==> src/rtl/round_sequencer_if.sv <==
// Handshake bundle between the game sequencer and its question generator, display, buzzer and keypad.
// The master drives req/mode/pattern; the slave returns done, the generated answer and keypad digits.
interface round_sequencer_if;
    logic       gen_req;
    logic       gen_done;
    logic [3:0] gen_result;
    logic       disp_req;
    logic [1:0] disp_mode;
    logic       disp_done;
    logic       buz_req;
    logic       buz_win;
    logic       buz_done;
    logic       ans_valid;
    logic [3:0] ans_value;

    modport master (
        output gen_req, disp_req, disp_mode, buz_req, buz_win,
        input  gen_done, gen_result, disp_done, buz_done, ans_valid, ans_value
    );

    modport slave (
        input  gen_req, disp_req, disp_mode, buz_req, buz_win,
        output gen_done, gen_result, disp_done, buz_done, ans_valid, ans_value
    );
endinterface

==> src/rtl/round_sequencer.sv <==
// Calculator-game controller: level select, then per-round generate/show/answer/judge/buzz, then summary.
// Requests are decoded from state and drop the cycle after done; each phase waits on its peer's done.
module round_sequencer #(
    parameter int LEVELS = 3,
    parameter int T_L1   = 25,
    parameter int T_L2   = 20,
    parameter int T_L3   = 15,
    parameter int TW     = 8
) (
    input  logic                 clk,
    input  logic                 rst_n,
    input  logic                 tick_en,
    input  logic                 start_btn,
    input  logic                 level_btn,
    round_sequencer_if.master    bus,
    output logic [1:0]           start_level,
    output logic [2:0]           level,
    output logic [1:0]           score,
    output logic [TW-1:0]        timer,
    output logic                 green,
    output logic                 red,
    output logic                 busy
);
    typedef enum logic [2:0] {
        S_MENU, S_GEN, S_SHOW, S_ANSWER, S_JUDGE, S_BUZZ, S_SUMMARY, S_END
    } state_t;

    localparam logic [2:0]    LVL_MAX = 3'(LEVELS);
    localparam logic [TW-1:0] TL1     = TW'(T_L1);
    localparam logic [TW-1:0] TL2     = TW'(T_L2);
    localparam logic [TW-1:0] TL3     = TW'(T_L3);

    state_t        state, state_nxt;
    logic [3:0]    exp_q;
    logic [3:0]    ans_q;
    logic          ans_seen;
    logic          win_q;
    logic [TW-1:0] timer_nxt;
    logic [TW-1:0] timer_load;

    // Timer only moves on a game tick and floors at zero.
    assign timer_nxt  = (tick_en && timer != '0) ? timer - 1'b1 : timer;
    assign timer_load = (level == 3'd1) ? TL1 : (level == 3'd2) ? TL2 : TL3;
    assign bus.buz_win = win_q;

    always_ff @(posedge clk) begin
        if (!rst_n) state <= S_MENU;
        else        state <= state_nxt;
    end

    always_comb begin
        state_nxt     = state;
        bus.gen_req   = 1'b0;
        bus.disp_req  = 1'b0;
        bus.buz_req   = 1'b0;
        bus.disp_mode = 2'd2;
        busy          = 1'b1;
        case (state)
            S_MENU: begin
                bus.disp_req  = 1'b1;
                bus.disp_mode = 2'd0;
                busy          = 1'b0;
                if (start_btn) state_nxt = S_GEN;
            end
            S_GEN: begin
                bus.gen_req   = 1'b1;
                bus.disp_mode = 2'd1;
                if (bus.gen_done) state_nxt = S_SHOW;
            end
            S_SHOW: begin
                bus.disp_req  = 1'b1;
                bus.disp_mode = 2'd1;
                if (bus.disp_done) state_nxt = S_ANSWER;
            end
            S_ANSWER: begin
                bus.disp_mode = 2'd1;
                if (timer_nxt == '0) state_nxt = S_JUDGE;
            end
            S_JUDGE: state_nxt = S_BUZZ;
            S_BUZZ: begin
                bus.buz_req = 1'b1;
                if (bus.buz_done)
                    state_nxt = (win_q && level < LVL_MAX) ? S_GEN : S_SUMMARY;
            end
            S_SUMMARY: begin
                bus.disp_req  = 1'b1;
                bus.disp_mode = 2'd3;
                if (bus.disp_done) state_nxt = S_END;
            end
            S_END: begin
                bus.disp_mode = 2'd3;
                busy          = 1'b0;
            end
        endcase
    end

    always_ff @(posedge clk) begin
        if (!rst_n) begin
            start_level <= 2'd1;
            level       <= 3'd1;
            score       <= 2'd0;
            timer       <= '0;
            green       <= 1'b0;
            red         <= 1'b0;
            exp_q       <= 4'd0;
            ans_q       <= 4'd0;
            ans_seen    <= 1'b0;
            win_q       <= 1'b0;
        end else begin
            case (state)
                S_MENU: begin
                    if (start_btn) begin
                        level <= {1'b0, start_level};
                        score <= 2'd0;
                    end else if (level_btn) begin
                        start_level <= (start_level == 2'd3) ? 2'd1 : start_level + 2'd1;
                    end
                end
                S_GEN: begin
                    if (bus.gen_done) begin
                        exp_q <= bus.gen_result;
                        green <= 1'b0;
                        red   <= 1'b0;
                    end
                end
                S_SHOW: begin
                    if (bus.disp_done) begin
                        timer    <= timer_load;
                        ans_seen <= 1'b0;
                    end
                end
                S_ANSWER: begin
                    timer <= timer_nxt;
                    // Only the first digit counts, including one arriving on the final tick.
                    if (bus.ans_valid && !ans_seen) begin
                        ans_seen <= 1'b1;
                        ans_q    <= bus.ans_value;
                    end
                end
                S_JUDGE: begin
                    if (ans_seen && ans_q == exp_q) begin
                        green <= 1'b1;
                        win_q <= 1'b1;
                        if (score != 2'd3) score <= score + 2'd1;
                    end else begin
                        red   <= 1'b1;
                        win_q <= 1'b0;
                    end
                end
                S_BUZZ: begin
                    if (bus.buz_done && win_q && level < LVL_MAX) level <= level + 3'd1;
                end
                S_SUMMARY: begin
                    if (bus.disp_done) begin
                        green <= 1'b0;
                        red   <= 1'b0;
                    end
                end
                default: ;
            endcase
        end
    end
endmodule

==> src/flat_wrapper.sv <==
// flat-port wrapper written by rule: the top's interface ports become plain ports
module round_sequencer_flat 
#(
    parameter int LEVELS = 3,
    parameter int T_L1   = 25,
    parameter int T_L2   = 20,
    parameter int T_L3   = 15,
    parameter int TW     = 8
)
  (clk, rst_n, tick_en, start_btn, level_btn, start_level, level, score, timer, green, red, busy, bus_gen_req, bus_disp_req, bus_disp_mode, bus_buz_req, bus_buz_win, bus_gen_done, bus_gen_result, bus_disp_done, bus_buz_done, bus_ans_valid, bus_ans_value);
  round_sequencer_if bus_i ();
  input  logic clk;
  input  logic rst_n;
  input  logic tick_en;
  input  logic start_btn;
  input  logic level_btn;
  output logic [1:0] start_level;
  output logic [2:0] level;
  output logic [1:0] score;
  output logic [TW-1:0] timer;
  output logic green;
  output logic red;
  output logic busy;
  output wire logic [$bits(bus_i.gen_req)-1:0] bus_gen_req;
  output wire logic [$bits(bus_i.disp_req)-1:0] bus_disp_req;
  output wire logic [$bits(bus_i.disp_mode)-1:0] bus_disp_mode;
  output wire logic [$bits(bus_i.buz_req)-1:0] bus_buz_req;
  output wire logic [$bits(bus_i.buz_win)-1:0] bus_buz_win;
  input wire logic [$bits(bus_i.gen_done)-1:0] bus_gen_done;
  input wire logic [$bits(bus_i.gen_result)-1:0] bus_gen_result;
  input wire logic [$bits(bus_i.disp_done)-1:0] bus_disp_done;
  input wire logic [$bits(bus_i.buz_done)-1:0] bus_buz_done;
  input wire logic [$bits(bus_i.ans_valid)-1:0] bus_ans_valid;
  input wire logic [$bits(bus_i.ans_value)-1:0] bus_ans_value;
  assign bus_gen_req = bus_i.gen_req;
  assign bus_disp_req = bus_i.disp_req;
  assign bus_disp_mode = bus_i.disp_mode;
  assign bus_buz_req = bus_i.buz_req;
  assign bus_buz_win = bus_i.buz_win;
  assign bus_i.gen_done = bus_gen_done;
  assign bus_i.gen_result = bus_gen_result;
  assign bus_i.disp_done = bus_disp_done;
  assign bus_i.buz_done = bus_buz_done;
  assign bus_i.ans_valid = bus_ans_valid;
  assign bus_i.ans_value = bus_ans_value;
  round_sequencer #(.LEVELS(LEVELS), .T_L1(T_L1), .T_L2(T_L2), .T_L3(T_L3), .TW(TW)) u_core (.clk(clk), .rst_n(rst_n), .tick_en(tick_en), .start_btn(start_btn), .level_btn(level_btn), .bus(bus_i), .start_level(start_level), .level(level), .score(score), .timer(timer), .green(green), .red(red), .busy(busy));
endmodule
==> config.mk <==
export PLATFORM = sky130hd
export DESIGN_NAME = round_sequencer_flat
export DESIGN_NICKNAME = d
export VERILOG_FILES = /design/src/rtl/round_sequencer_if.sv /design/src/rtl/round_sequencer.sv /design/src/flat_wrapper.sv
export SDC_FILE = /design/constraint.sdc
export NUM_CORES = 1
export LEC_CHECK = 0
export ABC_AREA = 1
export CAP_MARGIN = 20
export CORE_MARGIN = 2
export CORE_UTILIZATION = 43
export CTS_BUF_LIST = sky130_fd_sc_hd__clkbuf_4
export DETAILED_ROUTE_END_ITERATION = 16
export PLACE_DENSITY = 0.73
export SYNTH_ARGS = -nofsm -noshare
export SYNTH_HDL_FRONTEND = slang
export SYNTH_SLANG_ARGS = --single-unit
export TNS_END_PERCENT = 100
==> constraint.sdc <==
create_clock -name clk -period 1.7 [get_ports clk]
set_input_delay 0.51 -clock clk [delete_from_list [all_inputs] [get_ports clk]]
set_output_delay 0.51 -clock clk [all_outputs]
set_load 0.005 [all_outputs]
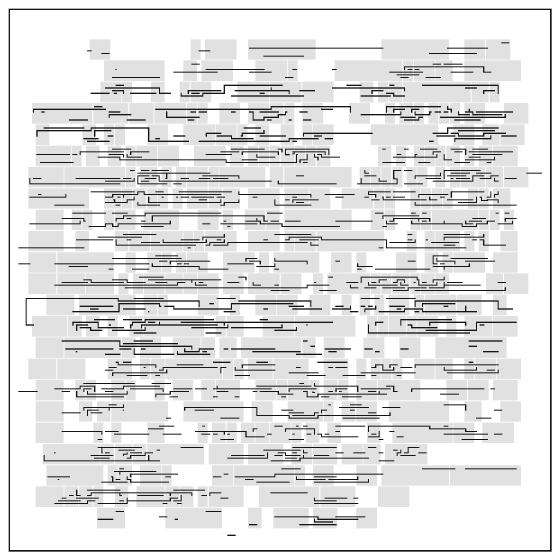
Run 1: M1 wires
The longest straight run is 23.2 um. 360 nets have wire on it. The layer carries 2290 um of wire. The layer holds 41% of the routed length. The wires run mostly horizontal.

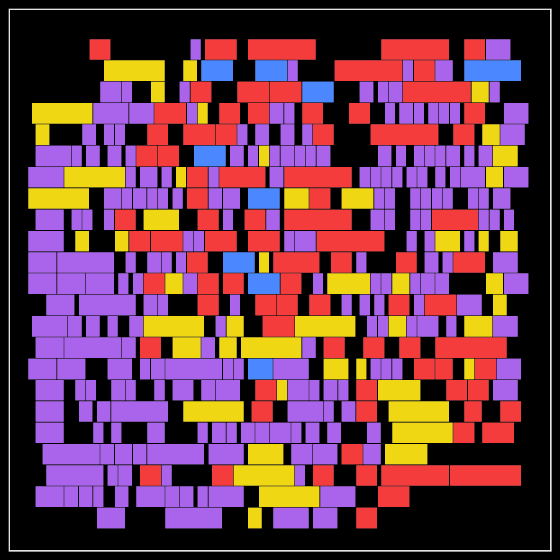
Run 1: cells by drive strength
Key: yellow = x2 [cells 49, most used dfxtp_2]; purple = x1 and smaller [cells 233, most used nand2_1]; blue = x6 and larger [cells 9, most used buf_6]; red = x3 and x4 [cells 83, most used buf_4]

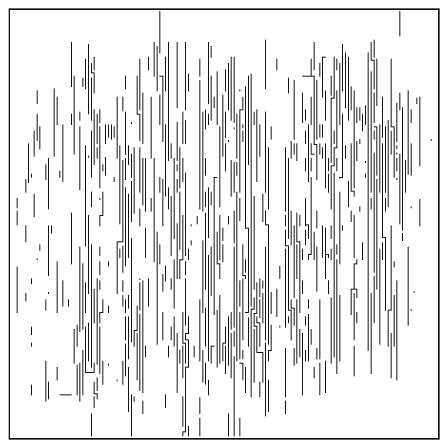
Run 1: met2 routing
329 nets have wire on it. The layer holds 52% of the routed length. The wires run mostly vertical. The layer carries 2870 um of wire. The longest straight run is 47.9 um.

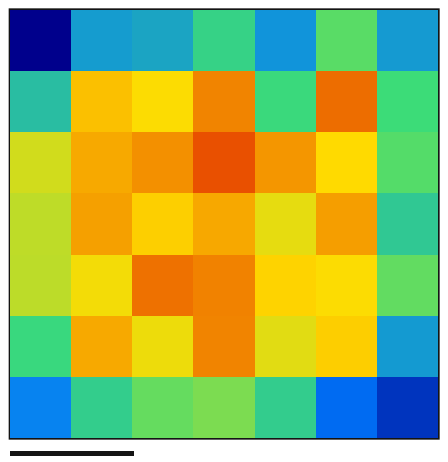
Run 1: placement density heat map
The bar under the picture is 20 um long. 7 x 7 tiles, from dark blue (low) to red (high), 0 to 100% covered.
37% of the tiles are over 75% full. 2.0% of the tiles are nearly empty. The mean over all tiles is 61%. The densest ninth of the die: centre.
fp util: 45.0%
total core area: 0.00403 mm2
fin util: 73.7%

-- run 1: timing repair --
action | CTS | global route
resized | 83 | 52
setup buffers | 17 | 6
setup endpoints to repair | 29 | 29
pin swaps | 6 | 15
hold endpoints to repair | 0 | 0
-- run 1: final timing paths --
check / from / end / slack [ns]
max: u_core.timer[4] / u_core.state[1] / -0.08
min: u_core.ans_q[2] / u_core.ans_q[2] / 0.48
min reg2reg: u_core.ans_q[2] / u_core.ans_q[2] / 0.48
max reg2reg: u_core.timer[4] / u_core.state[1] / -0.08
-- run 1: kinds of logic (layout without fill, tap and decap cells) --
group                      after synthesis  count (layout)
AOI/OAI and AO/OA                       61              61
xor gates and xnor gates                 3               3
adders and majority gates                7               7
buffers and inverters                   50             150
DFF                                     30              30
and+or+nand+nor                        123             123
==> results.py, run 1 <==
# Auto-generated metrics
metrics = {
    "worst_setup_path": {
        "cpPeakStageDelay_ns": 0.37,
        "slowest_stage": "dfxtp_4",
        "critical_path_required_ns": 1.93,
        "cp_common_cell": "nand2_1",
        "worstRegToRegCells": 13,
        "critical_path_class": "flop to flop",
        "start_kind": "flop",
        "crit_chain": "buf_4 -> nor2_2 -> nand2_2 -> o21ai_2 -> nand2_1 -> nand2_1 -> nand2_1 -> nor2_1 -> nand2_1 -> o21bai_2 -> nand2_1 -> o21ai_1 -> inv_1",
        "crit_fanout": 5,
        "arrival_ns": 2.01,
        "cp.depth": 13,
    },
    "cells_and_area": {
        "fin_area_mm2": 0.00297,
        "clkCellAreaFrac_pct": 1.81,
        "lay_top_count": "nand2_1",
        "seq_share_pct": 21.9,
        "flop_area_um2": 649,
        "largest_reg_flops": 8,
        "nNonClkBuffers": 95,
        "syn2layout_area_growth_pct": 63.7,
        "n_sequential_cell": 30,
        "final_cells": 424,
        "multiInputCombCellCount": 194,
        "diodes": 0,
        "largest-register": "u_core.timer",
        "top_area_cell_class": "logic gates",
        "mi_logic_area_mm2": 0.00119,
    },
    "route": {
        "firstDrtPassIters": 4,
        "num_vias": 2150,
        "ant_nets": 0,
        "wl_met3_um": 295,
        "wl_met2_um": 2870,
    },
    "floorplanning": {
        "die-area_mm2": 0.00475,
        "taps": 50,
    },
    "yosys": {
        "top_logic_kind": "simple AND/OR/NAND/NOR gates",
        "fp_nets": 298,
        "ys_async_sr_fraction_pct": 0,
        "synth.largest_area_cell": "dfxtp_1",
        "ys_cells": 274,
        "syn_inst": 274,
        "fa_ha_area_share_pct": 4.83,
        "synth-main-ff-cell": "dfxtp_1",
        "simple_gate_area_share_pct": 30.8,
        "edf_count": 0,
        "synth-seq-area-share_pct": 33.1,
        "ys_sh_aoi_pct": 19.4,
        "area_leaders": "dfxtp_1 33%, nand2_1 12%, inv_1 8.5%, nor2_1 6.8%, a21oi_1 5.8%",
        "synth-seq-cells": 30,
        "most_common_cell": "nand2_1",
        "postSynthAreaPerCell_um2": 6.62,
    },
    "clocking": {
        "clock_latency_ns": 0.34,
        "clkSinkCount": 30,
        "cts-htree-levels": 2,
        "clk_pin_slew_worst_paths_ns": 0.09,
    },
    "power": {
        "power_mw": 4.34,
        "combPwrFrac_pct": 66.5,
        "power_density_mw_per_mm2": 1460,
        "power_leader": "combinational logic",
        "p_switching_mw": 1.93,
        "pwr-share-clk_pct": 9.9,
    },
    "sta": {
        "rsz0062_at_grt": "true",
        "drv_slew": 0,
        "hold_viol": 0,
        "setup_viol": 6,
        "relSlewSlack_pct": 70.3,
        "finalWorstSetupSlack_ns": -0.0815,
        "max_freq_mhz": 561,
        "skew_ns": 0.0119,
        "hold-worst-slack_ns": 0.476,
        "finalSetupTns_ns": -0.235,
        "min_period_ns": 1.78,
    },
    "global_route": {
        "antenna_found_initial": 0,
        "grt.met3_usage_pct": 5.68,
        "grt_pass1_wl_um": 8590,
        "grt.met1_usage_pct": 26.6,
    },
    "status": {
        "run_status": "finished, violations left",
        "violations": "negative setup slack",
    },
    "worst_hold_path": {
        "hold_path.class": "flop to flop",
        "min_delay_path_depth": 2,
    },
    "job": {
        "warnings": 31,
        "drv_cap": 0,
    },
    "place": {
        "post-place-ws_ns": -0.427,
        "dp_cells": 394,
    },
}
==> run 1 -> run 2 <==
--- a/config.mk
+++ b/config.mk
@@ -10,6 +10,7 @@
 export CORE_MARGIN = 2
 export CORE_UTILIZATION = 43
 export CTS_BUF_LIST = sky130_fd_sc_hd__clkbuf_4
+export CTS_CLUSTER_DIAMETER = 30
 export DETAILED_ROUTE_END_ITERATION = 16
 export PLACE_DENSITY = 0.73
 export SYNTH_ARGS = -nofsm -noshare
==> constraint.sdc (replaced) <==
create_clock -name clk -period 1.6 [get_ports clk]
set_input_delay 0.48 -clock clk [delete_from_list [all_inputs] [get_ports clk]]
set_output_delay 0.48 -clock clk [all_outputs]
set_load 0.005 [all_outputs]
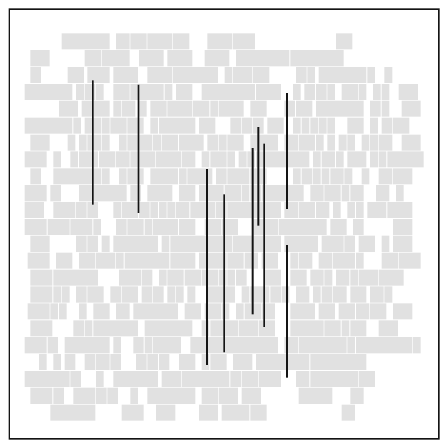
Run 2: met4 routing
The wires run mostly vertical. The longest straight run is 31.3 um. The layer carries 207 um of wire.

==> run 2 against run 1 <==
Against the previous run:
- the flow still finishes with violations (negative setup slack)
- via count rose by 2.3%
- critical path depth did not move
- cell count grew 2.4%
- design area grew 5.0%
- flip-flop count unchanged
- non-clock buffer count grew 10
- power rose by 15%
- highest routed layer unchanged
==> results.py, run 2 <==
# Auto-generated metrics
metrics = {
    "status": {
        "run_status": "finished, violations left",
        "violations": "negative setup slack",
    },
    "cells_and_area": {
        "final_cells": 434,
        "syn2layout_area_growth_pct": 71.9,
        "seq_share_pct": 20.7,
        "largest-register": "u_core.timer",
        "mi_logic_area_mm2": 0.00128,
        "flop_area_um2": 644,
        "clkCellAreaFrac_pct": 1.72,
        "n_sequential_cell": 30,
        "multiInputCombCellCount": 194,
        "diodes": 0,
        "lay_top_count": "buf_4",
        "fin_area_mm2": 0.00312,
    },
    "yosys": {
        "fa_ha_area_share_pct": 4.83,
        "edf_count": 0,
        "ys_async_sr_fraction_pct": 0,
        "ys_cells": 274,
        "ys_sh_aoi_pct": 19.4,
        "area_leaders": "dfxtp_1 33%, nand2_1 12%, inv_1 8.5%, nor2_1 6.8%, a21oi_1 5.8%",
        "synth.largest_area_cell": "dfxtp_1",
        "syn_inst": 274,
        "most_common_cell": "nand2_1",
        "top_logic_kind": "simple AND/OR/NAND/NOR gates",
        "synth-main-ff-cell": "dfxtp_1",
    },
    "place": {
        "post-place-ws_ns": -0.409,
    },
    "worst_hold_path": {
        "min_delay_path_depth": 2,
        "hold_start": "u_core.ans_q[2]",
        "hold_path.class": "flop to flop",
        "holdPathEnd": "u_core.ans_q[2]",
    },
    "floorplanning": {
        "coreArea_mm2": 0.00403,
        "fp_util_pct": 45.0,
        "taps": 50,
        "die-area_mm2": 0.00475,
    },
    "worst_setup_path": {
        "endpoint": "u_core.state[1]",
        "critical_path_class": "flop to flop",
        "crit_start": "u_core.timer[1]",
        "worstRegToRegCells": 13,
        "cpPeakStageDelay_ns": 0.36,
        "critical_path_required_ns": 1.84,
        "crit_chain": "inv_4 -> ha_4 -> inv_2 -> nor3_4 -> nand2_4 -> nand3b_1 -> nand2_2 -> nor2_2 -> nand2_2 -> o21bai_4 -> nand2_1 -> o21ai_1 -> inv_1",
        "crit_fanout": 5,
        "cp.depth": 13,
    },
    "clocking": {
        "clk_pin_slew_worst_paths_ns": 0.10,
        "postCtsSetupRepairBufs": 18,
        "cts-htree-levels": 2,
        "ctsResizeCount": 83,
        "clock_latency_ns": 0.34,
        "clkSinkCount": 30,
    },
    "sta": {
        "finalWorstSetupSlack_ns": -0.228,
        "hold_viol": 0,
        "setup_viol": 8,
        "max_freq_mhz": 547,
        "min_period_ns": 1.83,
        "skew_ns": 0.00857,
        "finalSetupTns_ns": -0.957,
        "hold-worst-slack_ns": 0.470,
        "rsz0062_at_grt": "true",
    },
    "job": {
        "drv_cap": 0,
    },
    "global_route": {
        "grt_pass1_wl_um": 9080,
        "antenna_found_initial": 0,
    },
    "route": {
        "firstDrtPassIters": 5,
    },
    "power": {
        "power_mw": 4.98,
    },
}
-- run 2: cell types whose count changed in the layout (fill, tap and decap cells not counted), moves of 3 or more --
cell / previous run / this run
dlygate4sd2_1: 13 / 18
inv_1: 35 / 32
buf_4: 48 / 58
inv_4: 2 / 6
nand2_1: 55 / 44
nand2_4: 3 / 6
dlymetal6s2s_1: 6 / 0
nand2_2: 5 / 13
-- run 2: report_power, final --
part,total [mW],internal (mW),switching (mW)
registers,1.08,0.934,0.150
logic,3.43,1.59,1.84
clock network,0.464,0.182,0.283
total,4.98,2.71,2.27
-- run 2: per-layer routing --
layer	vias to the layer above	wire, um	GRT usage [%]	part of all wire, %
met3	20	335	5.52	5.7
li1	1107	-	-	-
met2	78	3150	48.6	54
met1	994	2190	26.4	37
met4	0	207	12.7	3.5
met5	-	0	0	0
==> run 2 -> run 3 <==
--- a/config.mk
+++ b/config.mk
@@ -8,11 +8,11 @@
 export ABC_AREA = 1
 export CAP_MARGIN = 20
 export CORE_MARGIN = 2
-export CORE_UTILIZATION = 43
+export CORE_UTILIZATION = 47
 export CTS_BUF_LIST = sky130_fd_sc_hd__clkbuf_4
-export CTS_CLUSTER_DIAMETER = 30
+export CTS_CLUSTER_DIAMETER = 120
 export DETAILED_ROUTE_END_ITERATION = 16
-export PLACE_DENSITY = 0.73
+export PLACE_DENSITY = 0.78
 export SYNTH_ARGS = -nofsm -noshare
 export SYNTH_HDL_FRONTEND = slang
 export SYNTH_SLANG_ARGS = --single-unit
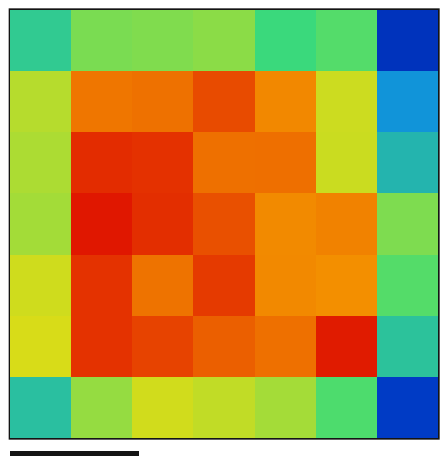
Run 3: placement density heat map
The bar under the picture is 20 um long. 7 x 7 tiles, from dark blue (low) to red (high), 0 to 100% covered.
The fullest tile reaches 97%. The mean over all tiles is 71%. The emptiest ninth of the die: north-east. 47% of the tiles are over 75% full.

==> run 3 against run 2 <==
Against the previous run:
- the flow still finishes with violations (negative setup slack)
- combinational power up 3%
- maximum frequency decreased by 4.9%
- design area increased by 1.2%
- first-iteration DRC count rose by 54%
- wire length up 32%
- worst hold slack better by 0.019 ns
- critical endpoint unchanged
- largest cell class unchanged
==> results.py, run 3 <==
# Auto-generated metrics
metrics = {
    "status": {
        "run_status": "finished, violations left",
        "violations": "negative setup slack",
    },
    "worst_setup_path": {
        "reg2reg_slack_ns": -0.32,
        "r2r-start": "u_core.timer[1]",
        "crit_chain": "inv_2 -> ha_4 -> inv_2 -> nor3_4 -> nand2_4 -> nand3_1 -> nand2_1 -> nor2_1 -> nand2_1 -> o21bai_2 -> nand2_1 -> o21ai_1 -> inv_1",
        "slowest_stage": "dfxtp_2",
        "crit_fanout": 5,
        "arrival_ns": 2.15,
        "worstRegToRegCells": 13,
        "cp_common_cell": "nand2_1",
        "cpPeakStageDelay_ns": 0.35,
        "rr_endpoint": "u_core.state[1]",
        "endpoint": "u_core.state[1]",
        "critical_path_required_ns": 1.83,
        "crit_start": "u_core.timer[1]",
        "start_kind": "flop",
    },
    "cells_and_area": {
        "diodes": 0,
        "largest-register": "u_core.timer",
        "buf_share_pct": 29.2,
        "lay_top_count": "buf_4",
        "clkCellAreaFrac_pct": 2.26,
        "fin_area_mm2": 0.00316,
        "syn2layout_area_growth_pct": 73.9,
        "fin_util_pct": 85.5,
        "sh_comb_area_pct": 40.2,
        "seq_share_pct": 20.4,
        "multiInputCombCellCount": 194,
        "flop_area_um2": 643,
        "largest_reg_flops": 8,
        "nNonClkBuffers": 110,
        "mi_logic_area_mm2": 0.00127,
        "n_sequential_cell": 30,
    },
    "worst_hold_path": {
        "holdPathEnd": "u_core.green",
        "hold_start": "u_core.green",
        "min_delay_path_depth": 2,
        "hold_path.class": "flop to flop",
    },
    "floorplanning": {
        "die-area_mm2": 0.00437,
        "coreArea_mm2": 0.00369,
        "taps": 48,
        "fp_util_pct": 49.2,
    },
    "route": {
        "firstDrtPassIters": 5,
        "drc": 0,
        "top_layer_used": "met4",
        "wl_met3_um": 596,
        "wl_met2_um": 3930,
        "ant_nets": 0,
        "num_vias": 2478,
        "wl_met1_um": 2840,
    },
    "power": {
        "power_density_mw_per_mm2": 1660,
        "comb-power_mw": 3.55,
        "sw_frac_of_total_pct": 45.6,
        "power_mw": 5.25,
        "combPwrFrac_pct": 67.7,
        "powerSeq_mw": 1.09,
        "pwr.group.clock_mw": 0.605,
        "pwr-share-clk_pct": 11.5,
        "p_switching_mw": 2.40,
        "pwr-share-seq_pct": 20.8,
        "power_leader": "combinational logic",
    },
    "yosys": {
        "postSynthAreaPerCell_um2": 6.62,
        "synth.largest_area_cell": "dfxtp_1",
        "syn_inst": 274,
        "synth-main-ff-cell": "dfxtp_1",
        "simple_gate_area_share_pct": 30.8,
        "most_common_cell": "nand2_1",
        "ys_async_sr_fraction_pct": 0,
        "top_logic_kind": "simple AND/OR/NAND/NOR gates",
        "synth-seq-cells": 30,
        "edf_count": 0,
        "ys_cells": 274,
        "synth-seq-area-share_pct": 33.1,
        "fa_ha_area_share_pct": 4.83,
        "fp_nets": 298,
        "area_leaders": "dfxtp_1 33%, nand2_1 12%, inv_1 8.5%, nor2_1 6.8%, a21oi_1 5.8%",
    },
    "sta": {
        "skew_ns": 0.0173,
        "max_freq_mhz": 521,
        "drv_slew": 0,
        "rsz0062_at_grt": "true",
        "hold-worst-slack_ns": 0.489,
        "relSlewSlack_pct": 67.0,
        "min_period_ns": 1.92,
        "finalWorstSetupSlack_ns": -0.321,
        "hold_viol": 0,
        "setup_viol": 15,
    },
    "place": {
        "gp_congestion": 0.872,
        "post-place-ws_ns": -0.445,
    },
    "job": {
        "warnings": 32,
        "drv_cap": 0,
    },
    "global_route": {
        "grt.met1_usage_pct": 30.8,
        "antenna_found_initial": 0,
        "grt_max_degree": 17,
        "grt_use_met2_pct": 56.8,
        "grt.met3_usage_pct": 6.13,
        "grt_pass1_wl_um": 9890,
    },
    "clocking": {
        "clkSinkCount": 30,
        "clk_pin_slew_worst_paths_ns": 0.11,
        "clock_latency_ns": 0.34,
        "cts-htree-levels": 2,
    },
}
[run 3: cell counts after synthesis]
No cell type changed its count.
[run 3: stage by stage]
step	std cells	TNS [ns]
2_1_floorplan	274	-0.0430
3_3_place_gp	400	-3.28
3_5_place_dp	400	-3.78
4_1_cts	426	-0.776
5_1_grt	436	-3.23
6_report	436	-1.50
[run 3: worst max-delay path, delay by kind of cell, from the launching register on]
family | cells | cell delay, ns
AND/OR/NAND/NOR | 7 | 0.79
AND-OR/OR-AND | 2 | 0.36
flip-flops | 1 | 0.35
buffers and inverters | 3 | 0.20
adder cells (fa/ha/maj) | 1 | 0.13
[run 3: what timing repair did]
item	CTS	global route
gates resized	89	61
pin swaps	7	18
setup buffers	19	11
endpoints found under the setup margin	38	29
Power and IR drop assume default switching activity.
